==> config.mk <==
export PLATFORM = sky130hd
export DESIGN_NAME = uart_loop_fifo
export DESIGN_NICKNAME = d
export VERILOG_FILES = /design/src/rtl/uart_pkg.sv /design/src/rtl/sync_fifo.sv /design/src/rtl/uart_loop_fifo.sv
export SDC_FILE = /design/constraint.sdc
export NUM_CORES = 1
export LEC_CHECK = 0
export ABC_AREA = 1
export CAP_MARGIN = 20
export CORE_MARGIN = 10
export CORE_UTILIZATION = 50
export CTS_CLUSTER_SIZE = 24
export DETAILED_ROUTE_END_ITERATION = 10
export GPL_TIMING_DRIVEN = 0
export MAX_ROUTING_LAYER = met4
export PLACE_DENSITY = 0.79
export SYNTH_ARGS = -nofsm -noshare
export SYNTH_HDL_FRONTEND = slang
export SYNTH_SLANG_ARGS = --single-unit
==> constraint.sdc <==
create_clock -name clk -period 2.87 [get_ports clk]
set_input_delay 0.4305 -clock clk [delete_from_list [all_inputs] [get_ports clk]]
set_output_delay 0.4305 -clock clk [all_outputs]
set_load 0.05 [all_outputs]
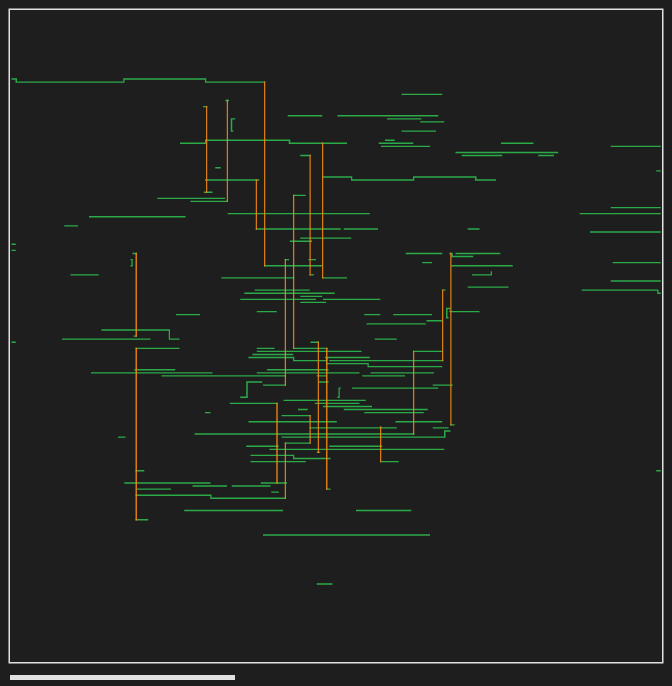
*Wiring by layer, run 1*
The bar under the picture is 50 um long. Only two layers are drawn.
- green: M3 (wire length 1550 um)
- orange: M4 (wire length 439 um)
vias: 5796
routed wire length: 18700 um

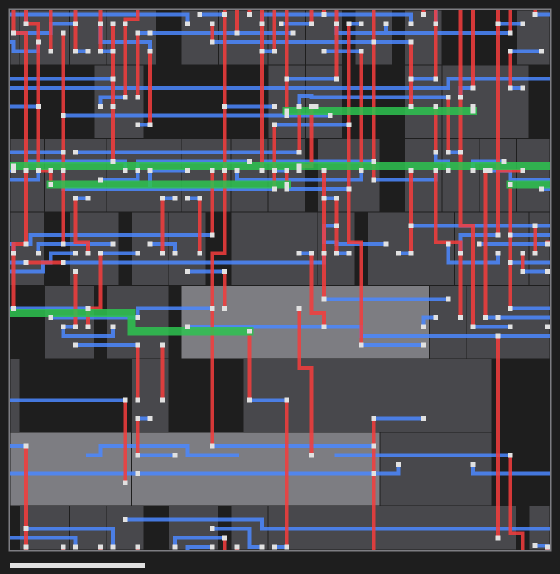
*A small window of the routed layout, run 1*
The bar under the picture is 5 um long. Window x 99 to 119, y 99 to 119 um. Cells in grey, sequential cells in the stronger grey; small squares are vias.
- green: M3
- blue: M1
- red: M2
- cells with their middle in the window: 48
- sequential cells in the window: 2
- most frequent: nand2_1 (15), nor2_1 (7)

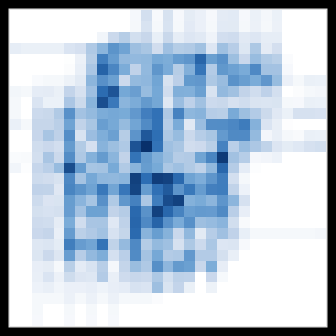
*Routed metal per tile, run 1*
The die is cut into 29 by 29 equal tiles; white is low, dark blue is high, scaled to the fullest tile. Values are wire area over tile area, all layers added.
- emptiest ninth of the die: lower right
- tiles over half the peak: 17%
- densest ninth of the die: centre
- nearly empty tiles: 31%
- mean over tiles: 0.15
WL/cell: 16.9 um
GRT Util Overall: 18.3%

==> CHANGELOG.md, run 1 <==
### Metrics

* Outcome: complete, no violations
* Flop2flop setup slack at 0.04 ns
* Logic share of the area at 26.6%
* Multi-In Gates at 497
* Max-slew violations at 0
* Final period util at 98.5%
* Area grow syn2layout at 21.4%
* Worst slack at placement at -0.331 ns
* H-tree depth at 4
* Yosys xor share at 2.01%
* Cell row count at 45
* Asr flop ratio synth at 22.0%
* Final ANT Viol Nets at 0
* Dpl cell area at 8510 um2
* Clk sink count at 164
* Top-count cell post-synth: nand2_1
* Slowest stage delay, CP at 0.40 ns
* CP cell instances: buf_6 -> inv_2 -> buf_2 -> ha_1 -> inv_1 -> o31ai_1 -> xor2_1 -> buf_4
* Vias in the first global route at 5449
* Worst Hold Class: input pin to asynchronous set/reset pin
* Diode count at 0
* Gate Area at 2520 um2
* Synth area leader: edfxtp_1
* Flop Count at 164
* Pre-Place Util at 51.1%
* DRC at 0
* CP Class: flop to primary output
* RSZ-0062 raised after global routing: yes
* Skew-Pair Late Insertion Delay at 0.44 ns
* Syn Area/Cell at 9.67 um2
* Overflow left after global routing at 0
* Chip height at 145 um
* Clock buffer cells at 17
* Fin Clk Skew at 0.0147 ns
* Compound Share, Synth at 4.96%
* First-pass iteration count of the detailed router at 5
* YS chip area at 7800 um2
* Crit-path slowest cell: dfrtp_2
* Critical path peak fanout at 10
* Final cell count without fillers at 1110
* Num CTS Buffers at 17
* Final Cell Area at 9470 um2
* Total tool warning count at 33
* Mux share at 0%
* Placer's final routability congestion estimate at 0.883
* Post-synth regs at 164
* # setup viols final at 0
* Maxcap violations at 0
* Depth of the worst register-to-register path at 12
* Synth Seq Share at 60.8%
* Drt first-iter violations at 541
* FA/HA/MAJ Cells, Area Fraction at 2.50%
* Largest class: flip-flops and latches
* N_taps at 211
* Area share, top type at 49.3%
* Final core occ at 62.1%
* CTS Hold Bufs at 0
* Setup_tns at 0 ns
* Hold_ws at 0.0915 ns
* Buffers on Ports at 45
* Crit path DRT at 2.44 ns
## run 1: timing repair
item                                    in CTS  in global routing
buffers inserted                             0                 16
pin swaps                                    0                 15
gates resized                               30                 19
cloned                                       0                  0
hold endpoints to repair                     0                  0
endpoints found under the setup margin     133                134
## run 1: layer usage
| metal | part of all wire (%) | track usage, % |
|---|---|---|
| met5 | 0 | - |
| met4 | 2.3 | 6.49 |
| met3 | 8.3 | 4.27 |
| met1 | 40 | 22.1 |
| met2 | 50 | 29.7 |
## run 1: power by group
group | internal, mW | leakage (nW) | switching (mW)
Combinational | 1.42 | 2.09 | 3.11
Sequential | 2.89 | 1.62 | 0.178
Clock | 1.13 | 0.263 | 0.979
Total | 5.44 | 3.98 | 4.27
==> run 2: changes to the inputs <==
--- a/config.mk
+++ b/config.mk
@@ -5,7 +5,6 @@
 export SDC_FILE = /design/constraint.sdc
 export NUM_CORES = 1
 export LEC_CHECK = 0
-export ABC_AREA = 1
 export CAP_MARGIN = 20
 export CORE_MARGIN = 10
 export CORE_UTILIZATION = 50
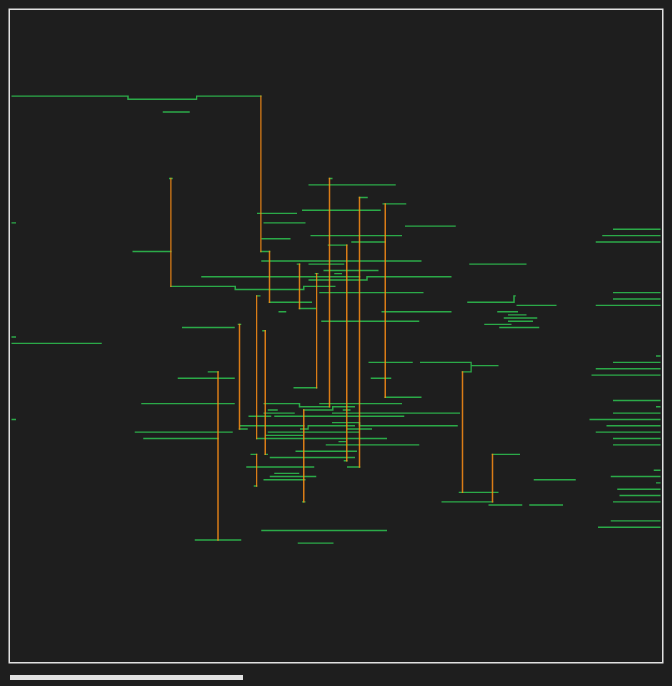
*Wiring by layer, run 2*
The bar under the picture is 50 um long. Only two layers are drawn.
- green: M3 (wire length 1280 um)
- orange: M4 (wire length 474 um)
vias: 4370
GRT Util Overall: 17.0%
WL/cell: 22.4 um

==> CHANGELOG.md, run 2 <==
### Metrics

* Clock slew at reported path FFs at 0.06 ns
* Buffers on Ports at 45 (unchanged)
* Cell row count at 43 (-4.4%)
* Syn Area/Cell at 15.7 um2 (+63%)
* Die W at 140 um
* Clock buffer cells at 18 (+1)
* Final Cell Area at 8710 um2 (-8.0%)
* Final period util at 97.2% (-1.3 points)
* H-tree depth at 4 (unchanged)
* Outcome: complete, no violations
* Area grow syn2layout at 21.3%
* Gate Area at 2320 um2 (-7.9%)
* Total length of routed met3 wires at 1280 um (-17%)
* Final ANT Viol Nets at 0 (unchanged)
* CP cell instances: buf_12 -> clkinvlp_4 -> ha_4 -> nand4_1 -> or4b_4 -> a21oi_4 -> o211ai_1 -> or3_1 -> a21oi_2
* Shortest period the worst path allows at 2.79 ns
* DRC at 0 (unchanged)
* Final core occ at 62.3% (+0.21 points)
* Overflow left after global routing at 0 (unchanged)
* First-pass iteration count of the detailed router at 5 (unchanged)
* Slowest stage delay, CP at 0.61 ns (+0.21 ns)
* Synth Seq Share at 66.1% (+5.2 points)
* Slew of the pin with the lowest slew margin at 0.818 ns
* Post-synth regs at 164 (unchanged)
* CP Class: flop to flop
* Clock group at 2.36 mW (+12%)
* Diode count at 0 (unchanged)
* Hold_ws at 0.0956 ns (+0.00410 ns)
* Worst Hold Class: input pin to asynchronous set/reset pin
* Area share, top type at 53.5% (+4.2 points)
* Synth area leader: edfxtp_1
* Num CTS Buffers at 17 (unchanged)
* Multi-In Gates at 259 (-48%)
* Grt met1 use at 20.0% (-2.1 points)
* Comb pwr at 3.99 mW (-12%)
* YS chip area at 7180 um2 (-7.9%)
* Largest class: flip-flops and latches
* Logic pwr share at 42.3% (-4.4 points)
* Metal-1 WL at 6510 um (-12%)
* Flop2flop setup slack at 0.08 ns (+0.04 ns)
* Max-slew violations at 0 (unchanged)
* # setup viols final at 0 (unchanged)
* Final cell count without fillers at 733 (-34%)
* Dpl cell area at 7860 um2 (-7.6%)
* Clk sink count at 164 (unchanged)
* CTS Hold Bufs at 0 (unchanged)
* Top sig layer: met4
* Part of the power in registers at 32.6% (+1.0 points)
* Maxcap violations at 0 (unchanged)
* N_taps at 180 (-15%)
* Clk pwr share at 25.1% (+3.4 points)
* P_sw at 3.47 mW (-19%)
* Flop Count at 164 (unchanged)
* Placer's final routability congestion estimate at 0.890 (+0.70%)
* Pre-Place Util at 51.3% (+0.24 points)
* Routed wire length at 16400 um (-12%)
* Crit path DRT at 3.23 ns (+0.79 ns)
* Logic share of the area at 26.6% (about the same)
* RSZ-0062 raised after global routing: yes
* Signal buffers at 83
* P_int at 5.96 mW (+9.5%)
* GRT met2 Usage at 26.7% (-3.0 points)
* Skew-Pair Late Insertion Delay at 0.43 ns (about the same)
* Largest power group: combinational cells
* Chip height at 140 um (-3.5%)
* Asr flop ratio synth at 22.0% (unchanged)
* Switching power share of the total at 36.8% (-7.2 points)
* Setup_tns at 0 ns (unchanged)
* Synth top cells by count: edfxtp_1 (128), dfrtp_1 (36), nor2_1 (32)
* Worst vdd ir at 0.000733 V
* Top-count cell post-synth: edfxtp_1
* Total tool warning count at 32 (-3.0%)
* Met3 global-route usage at 4.29% (+0.017 points)
* Busiest grt layer: met2
* Worst slack at placement at -0.590 ns (-0.259 ns)
* Vias in the first global route at 4398 (-19%)
* Crit-path slowest cell: or4b_4
* Fin Clk Skew at 0.00735 ns (-0.00737 ns)
* Depth of the worst register-to-register path at 9 (-3)
* Invs w/o clock at 15
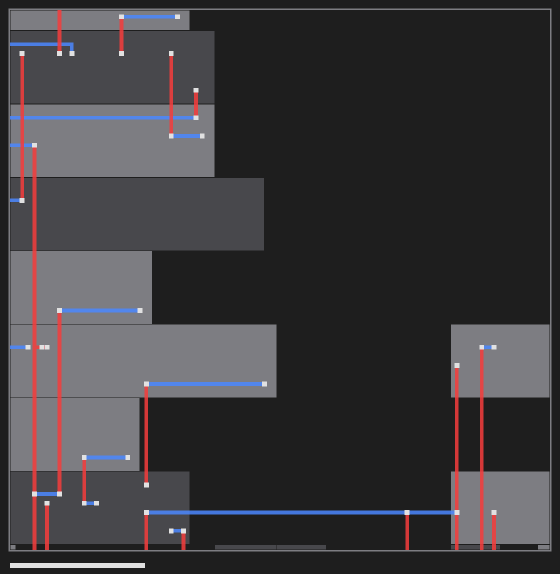
*A small window of the routed layout, run 2*
The bar under the picture is 5 um long. Window x 95 to 115, y 95 to 115 um. Cells in grey, sequential cells in the stronger grey; small squares are vias.
- blue: M1
- red: M2
- cells with their middle in the window: 5
- sequential cells in the window: 2
- most frequent: mux4_2 (2), edfxtp_1 (2), bufinv_16 (1)

==> run 2: cell types whose count changed after synthesis, moves of 21 or more <==
| cell | change |
|---|---|
| nand2_1 | -213 |
| o21ai_0 | -21 |
| nor2_1 | -30 |
| inv_1 | -100 |
| mux4_2 | +25 |
| nand3_1 | -67 |
==> run 2: logic make-up after synthesis <==
kind of cell	share of synthesized area, %
flops	66.1
xor+xnor	2.93
fa+ha+maj	2.72
mux	12.0
buf+inv	2.47
compound gates	5.14
simple gates	8.66
==> run 2: timing repair <==
action / CTS / global route
setup buffers: 8 / 13
setup endpoints to repair: 158 / 70
resized: 27 / 12
pin swaps: 5 / 6
No activity file was given, so power comes from the tool's default toggle rates.
